$ cat config.mk
export PLATFORM = sky130hd
export DESIGN_NAME = pool_out_buffer
export DESIGN_NICKNAME = d
export VERILOG_FILES = /design/src/rtl/pool_out_buffer.sv
export SDC_FILE = /design/constraint.sdc
export NUM_CORES = 1
export LEC_CHECK = 0
export ABC_AREA = 0
export CAP_MARGIN = 20
export CORE_UTILIZATION = 45
export CTS_CLUSTER_SIZE = 16
export DETAILED_ROUTE_END_ITERATION = 12
export PLACE_DENSITY = 0.72
export SLEW_MARGIN = 25
export SYNTH_ARGS = -nofsm -noshare
export SYNTH_HDL_FRONTEND = slang
export SYNTH_SLANG_ARGS = --single-unit
$ cat constraint.sdc
create_clock -name clk -period 2.78 [get_ports clk]
set_input_delay 0.556 -clock clk [delete_from_list [all_inputs] [get_ports clk]]
set_output_delay 0.556 -clock clk [all_outputs]
set_load 0.05 [all_outputs]
$ cat src/rtl/pool_out_buffer.sv
// Frame buffer after the pooling stage: collects DEPTH addressed samples, then drains them in index order.
// Optional build macro POOL_BUF_RELU_EN clamps negative samples to zero when they are written.
module pool_out_buffer #(
  parameter int DEPTH  = 9,
  parameter int DATA_W = 16
) (
  input  logic              clk,
  input  logic              rst,
  input  logic [DATA_W-1:0] pool_data,
  input  logic              pool_valid,
  input  logic [15:0]       pool_addr,
  output logic [DATA_W-1:0] out_data,
  output logic              out_valid,
  input  logic              out_ready,
  output logic              out_last,
  output logic [7:0]        frame_cnt,
  output logic              err_addr,
  output logic              err_ovf
);

  localparam int AW = (DEPTH > 1) ? $clog2(DEPTH) : 1;

  typedef enum logic {FILL, DRAIN} state_t;

  state_t            state_reg, state_next;
  logic [DATA_W-1:0] mem [DEPTH];
  logic [DEPTH-1:0]  mask_reg, mask_next, mask_set;
  logic [5:0]        rd_idx_reg, rd_idx_next;
  logic [7:0]        frame_cnt_reg;
  logic              err_addr_reg, err_ovf_reg;

  logic              addr_ok, wr_en, rd_last, handshake;
  logic [AW-1:0]     wr_idx;
  logic [DATA_W-1:0] wr_data;

  assign addr_ok   = pool_addr < 16'(DEPTH);
  assign wr_idx    = pool_addr[AW-1:0];
  assign wr_en     = (state_reg == FILL) && pool_valid && addr_ok;
  assign rd_last   = rd_idx_reg == 6'(DEPTH - 1);
  assign handshake = (state_reg == DRAIN) && out_ready;

`ifdef POOL_BUF_RELU_EN
  assign wr_data = pool_data[DATA_W-1] ? '0 : pool_data;
`else
  assign wr_data = pool_data;
`endif

  genvar gi;
  generate
    for (gi = 0; gi < DEPTH; gi++) begin : g_mask_set
      assign mask_set[gi] = wr_en && (wr_idx == AW'(gi));
    end
  endgenerate

  always_comb begin
    state_next  = state_reg;
    mask_next   = mask_reg;
    rd_idx_next = rd_idx_reg;
    case (state_reg)
      FILL: begin
        // A repeated address only rewrites data; the OR keeps the count of distinct entries honest.
        mask_next = mask_reg | mask_set;
        if (&mask_next) begin
          state_next  = DRAIN;
          rd_idx_next = '0;
        end
      end
      DRAIN: begin
        if (handshake) begin
          if (rd_last) begin
            state_next  = FILL;
            mask_next   = '0;
            rd_idx_next = '0;
          end else begin
            rd_idx_next = rd_idx_reg + 6'd1;
          end
        end
      end
      default: state_next = FILL;
    endcase
  end

  always_ff @(posedge clk) begin
    if (rst) begin
      state_reg     <= FILL;
      mask_reg      <= '0;
      rd_idx_reg    <= '0;
      frame_cnt_reg <= '0;
      err_addr_reg  <= 1'b0;
      err_ovf_reg   <= 1'b0;
    end else begin
      state_reg  <= state_next;
      mask_reg   <= mask_next;
      rd_idx_reg <= rd_idx_next;
      if (handshake && rd_last) frame_cnt_reg <= frame_cnt_reg + 8'd1;
      if (pool_valid && !addr_ok) err_addr_reg <= 1'b1;
      if (pool_valid && (state_reg == DRAIN)) err_ovf_reg <= 1'b1;
    end
  end

  always_ff @(posedge clk) begin
    if (rst) begin
      for (int i = 0; i < DEPTH; i++) mem[i] <= '0;
    end else if (wr_en) begin
      mem[wr_idx] <= wr_data;
    end
  end

  // Outputs come from registered state and a registered read index, never from out_ready.
  assign out_valid = (state_reg == DRAIN);
  assign out_data  = (state_reg == DRAIN) ? mem[rd_idx_reg[AW-1:0]] : '0;
  assign out_last  = (state_reg == DRAIN) && rd_last;
  assign frame_cnt = frame_cnt_reg;
  assign err_addr  = err_addr_reg;
  assign err_ovf   = err_ovf_reg;

endmodule
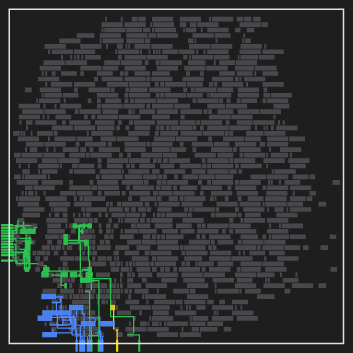
(run_1/io_fan.png)
Drawn at 2 px/um.
port	colour	direction	edge	end cells	buffers	wire
`pool_addr`	green	input	13 left, 3 bottom	22	22	538 um
`out_last`	yellow	output	bottom	1	1	17.5 um
`frame_cnt`	blue	output	bottom	8	8	231 um

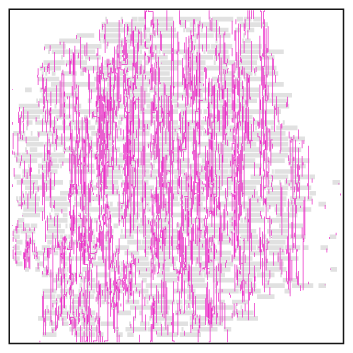
(run_1/layer_met2.png)
Drawn at 2 px/um.
longest straight run	75.5 um
share of all routed wire	51%
wire length on this layer	12,800 um

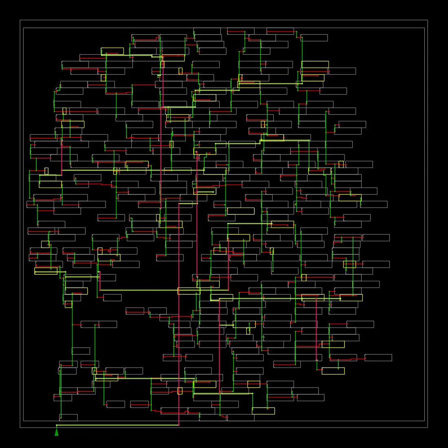
(run_1/clocks.png)
clock-net power: 3.93 mW
CTS sink cnt: 286
Worst-Skew Late Latency: 0.54 ns

==> reports/metrics.cfg, run 1 <==
[timing]
setup_viol=16
worst_pin_slew_ns=0.518
period_minus_slack_ns=3.13
whs_ns=0.475
setup_slack_ns=-0.347

[drt]
wl_met2_mm=12.8
dr.pass1.iters=5
drt-initial-drc-count=594
routed_wirelength_mm=24.9
wl_met3_mm=1.15
wl_met1_mm=10.5
route.detailed.drc=0

[final_layout]
flops=286
n_all_buffers=134
clockNetworkAreaShare_pct=6.42
comb_share_pct=27.0
fill_cells=2039
clkbuf_count=40
final_util_pct=58.6
syn_to_final_growth_pct=26.7
layout.area.comb_sq_um=4160

[yosys]
ys_async_sr_fraction_pct=0
topCombFamilyByArea=multiplexers
synthTopCellsByArea=edfxtp_1 63%, mux4_2 15%, and2_1 7.5%, dfxtp_1 4.9%, and3_1 1.1%
synth_flops=286
synth_area_sq_um=12200
ys_sh_simple_pct=12.9
syn_inst=714
yosysMostFrequentCell=edfxtp_1

[power_and_ir_drop]
p_leak_nw=5.56
internal-power_mw=7.45
seqPwrFrac_pct=53.7
switchingPower_mw=1.84

[floorplan]
core_sq_um=26300

[run_status]
violations=setup timing
outcome=complete, but fails checks

[worst_setup_path]
cp_slowest_cell=mux4_2
worst_setup_path_start_kind=flop
slowest_delay_ns=0.52

[global_routing]
grt_use_met3_pct=2.36
antenna_found_initial=0

[clock_tree]
cts_setup_buffers=8
clk_pin_slew_worst_paths_ns=0.06
root_buffer=clkbuf_16

[run]
maxCapViolations=0

==> run_1/wires.png <==
Drawn at 3 px/um. Only two layers are drawn.
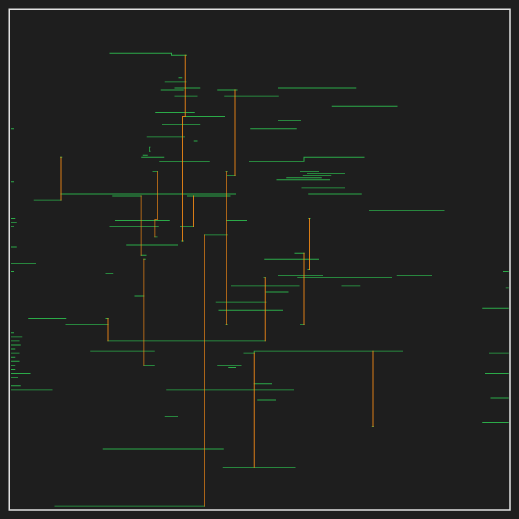

==> run 2: changes to the inputs <==
--- a/config.mk
+++ b/config.mk
@@ -5,7 +5,7 @@
 export SDC_FILE = /design/constraint.sdc
 export NUM_CORES = 1
 export LEC_CHECK = 0
-export ABC_AREA = 0
+export ABC_AREA = 1
 export CAP_MARGIN = 20
 export CORE_UTILIZATION = 45
 export CTS_CLUSTER_SIZE = 16
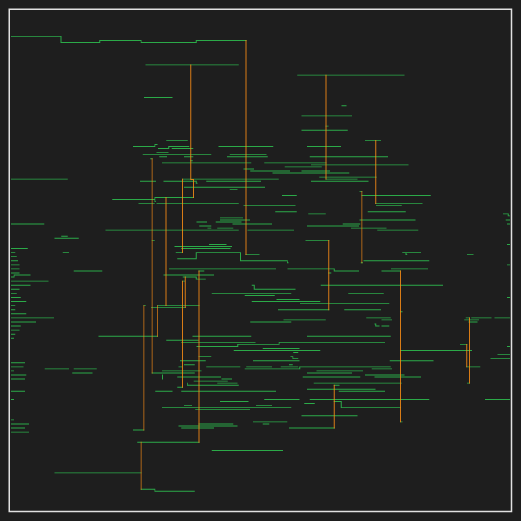
(run_2/wires.png)
Drawn at 3 px/um. Only two layers are drawn.
layer	colour	wire length
metal 4	orange	615 um
metal 3	green	2,670 um

==> run 2 against run 1 <==
Critical path type unchanged; worst setup slack gained 0.33 ns; cell count grew 25%; design area down 1.3%; largest power group unchanged; the flow still finishes with violations (setup timing); critical endpoint is now out_data[0].
==> reports/metrics.cfg, run 2 <==
[final_layout]
flops=286  ; unchanged
n_all_buffers=117  ; was 134
syn_to_final_growth_pct=24.3  ; was 26.7%
clockNetworkAreaShare_pct=5.94  ; was 6.42%
buffer_area_share_pct=9.46  ; was 9.92%
final_util_pct=57.7  ; was 58.6%
layout.area.comb_sq_um=3940  ; was 4160 sq um
comb_share_pct=25.9  ; was 27.0%
clkbuf_count=39  ; was 40

[timing]
fmax_mhz=357  ; was 320 MHz
whs_ns=0.469  ; was 0.475 ns
setup_viol=1  ; was 16
period_minus_slack_ns=2.80  ; was 3.13 ns
worst_pin_slew_ns=0.559  ; was 0.518 ns
setup_slack_ns=-0.0172  ; was -0.347 ns

[global_routing]
antenna_found_initial=0  ; unchanged
grt_use_met3_pct=3.18  ; was 2.36%

[drt]
drt-initial-drc-count=810  ; was 594
wl_met2_mm=14.5  ; was 12.8 mm
routed_wirelength_mm=29.6  ; was 24.9 mm
route.detailed.drc=0  ; unchanged
wl_met1_mm=11.8  ; was 10.5 mm
wl_met3_mm=2.67  ; was 1.15 mm

[power_and_ir_drop]
p_leak_nw=5.55  ; was 5.56 nW
switchingPower_mw=1.84  ; about the same
internal-power_mw=7.15  ; was 7.45 mW
seq_power_mw=4.99  ; about the same
seqPwrFrac_pct=55.4  ; was 53.7%

[worst_setup_path]
worst_setup_path_start_kind=flop  ; unchanged
slowest_delay_ns=0.46  ; was 0.52 ns
cp_slowest_cell=dfxtp_4  ; was mux4_2
worstSetupEndpoint=out_data[0]  ; was out_data[13]
cp.depth=6  ; unchanged

[yosys]
ys_sh_simple_pct=14.8  ; was 12.9%
synth_area_sq_um=12200  ; about the same
synthTopCellsByArea=edfxtp_1 63%, nor2_1 9.6%, o21ai_0 5.6%, dfxtp_1 4.9%, o221ai_1 3.3%  ; was edfxtp_1 63%, mux4_2 15%, and2_1 7.5%, dfxtp_1 4.9%, and3_1 1.1%
synth_flops=286  ; unchanged
yosysMostFrequentCell=nor2_1  ; was edfxtp_1
topCombFamilyByArea=simple AND/OR/NAND/NOR gates  ; was multiplexers
ys_async_sr_fraction_pct=0  ; unchanged

[run_status]
violations=setup timing  ; unchanged
outcome=complete, but fails checks  ; unchanged

[clock_tree]
clock-sinks=286  ; unchanged
cts_setup_buffers=0  ; was 8
cts_buffers=30  ; unchanged
root_buffer=clkbuf_16  ; unchanged
clkLatencyLatePin_ns=0.54  ; about the same

[run]
maxCapViolations=0  ; unchanged

[floorplan]
core_sq_um=26400  ; was 26,300 sq um

==> run 3: changes to the inputs <==
--- a/config.mk
+++ b/config.mk
@@ -6,7 +6,7 @@
 export NUM_CORES = 1
 export LEC_CHECK = 0
 export ABC_AREA = 1
-export CAP_MARGIN = 20
+export CAP_MARGIN = 30
 export CORE_UTILIZATION = 45
 export CTS_CLUSTER_SIZE = 16
 export DETAILED_ROUTE_END_ITERATION = 12
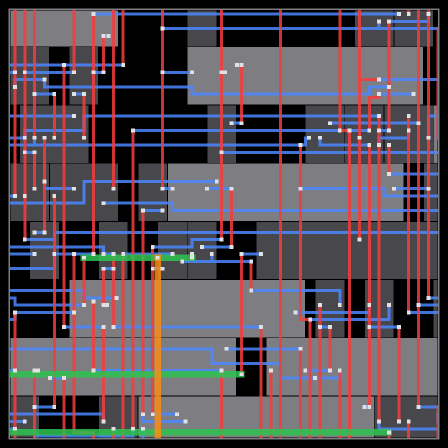
(run_3/detail.png)
Region (115, 115) to (135, 135) um. Cells in grey, sequential cells in the stronger grey; small squares are vias.
layer	colour
metal 2	red
metal 1	blue
metal 4	orange
metal 3	green
sequential cells in the window	6
cells with their middle in the window	29
netlist names of flops here include	`mem` (6)
most frequent	nor2_1 (6), edfxtp_1 (6), o21ai_0 (5)

==> run 3 against run 2 <==
Routed wire length unchanged; design area unchanged; largest cell class unchanged; sequential share of layout area unchanged; first-iteration DRC count unchanged; hold slack unchanged; the flow still finishes with violations (setup timing); synthesized area unchanged; cell count unchanged; clock skew unchanged; core utilization unchanged; critical path type unchanged; clock power about the same.
==> reports/metrics.cfg, run 3 <==
[yosys]
synth_flops=286  ; unchanged
ys_sh_simple_pct=14.8  ; unchanged
topCombFamilyByArea=simple AND/OR/NAND/NOR gates  ; unchanged

[drt]
wl_met3_mm=2.67  ; unchanged
wl_met1_mm=11.8  ; unchanged

[run_status]
violations=setup timing  ; unchanged
outcome=complete, but fails checks  ; unchanged

[power_and_ir_drop]
internal-power_mw=7.15  ; unchanged
seq_power_mw=4.99  ; about the same
p_leak_nw=5.55  ; unchanged
switchingPower_mw=1.84  ; unchanged

[clock_tree]
clkLatencyLatePin_ns=0.54  ; about the same
clk_pin_slew_worst_paths_ns=0.06  ; about the same
cts_setup_buffers=0  ; unchanged

[timing]
setup_slack_ns=-0.0172  ; unchanged
whs_ns=0.469  ; unchanged
setup_viol=1  ; unchanged

[final_layout]
comb_share_pct=25.9  ; unchanged
final_util_pct=57.7  ; unchanged
n_all_buffers=117  ; unchanged

[worst_setup_path]
cp.depth=6  ; unchanged

[global_routing]
grt_use_met3_pct=3.18  ; unchanged

Power is estimated from default activity; no workload was simulated.
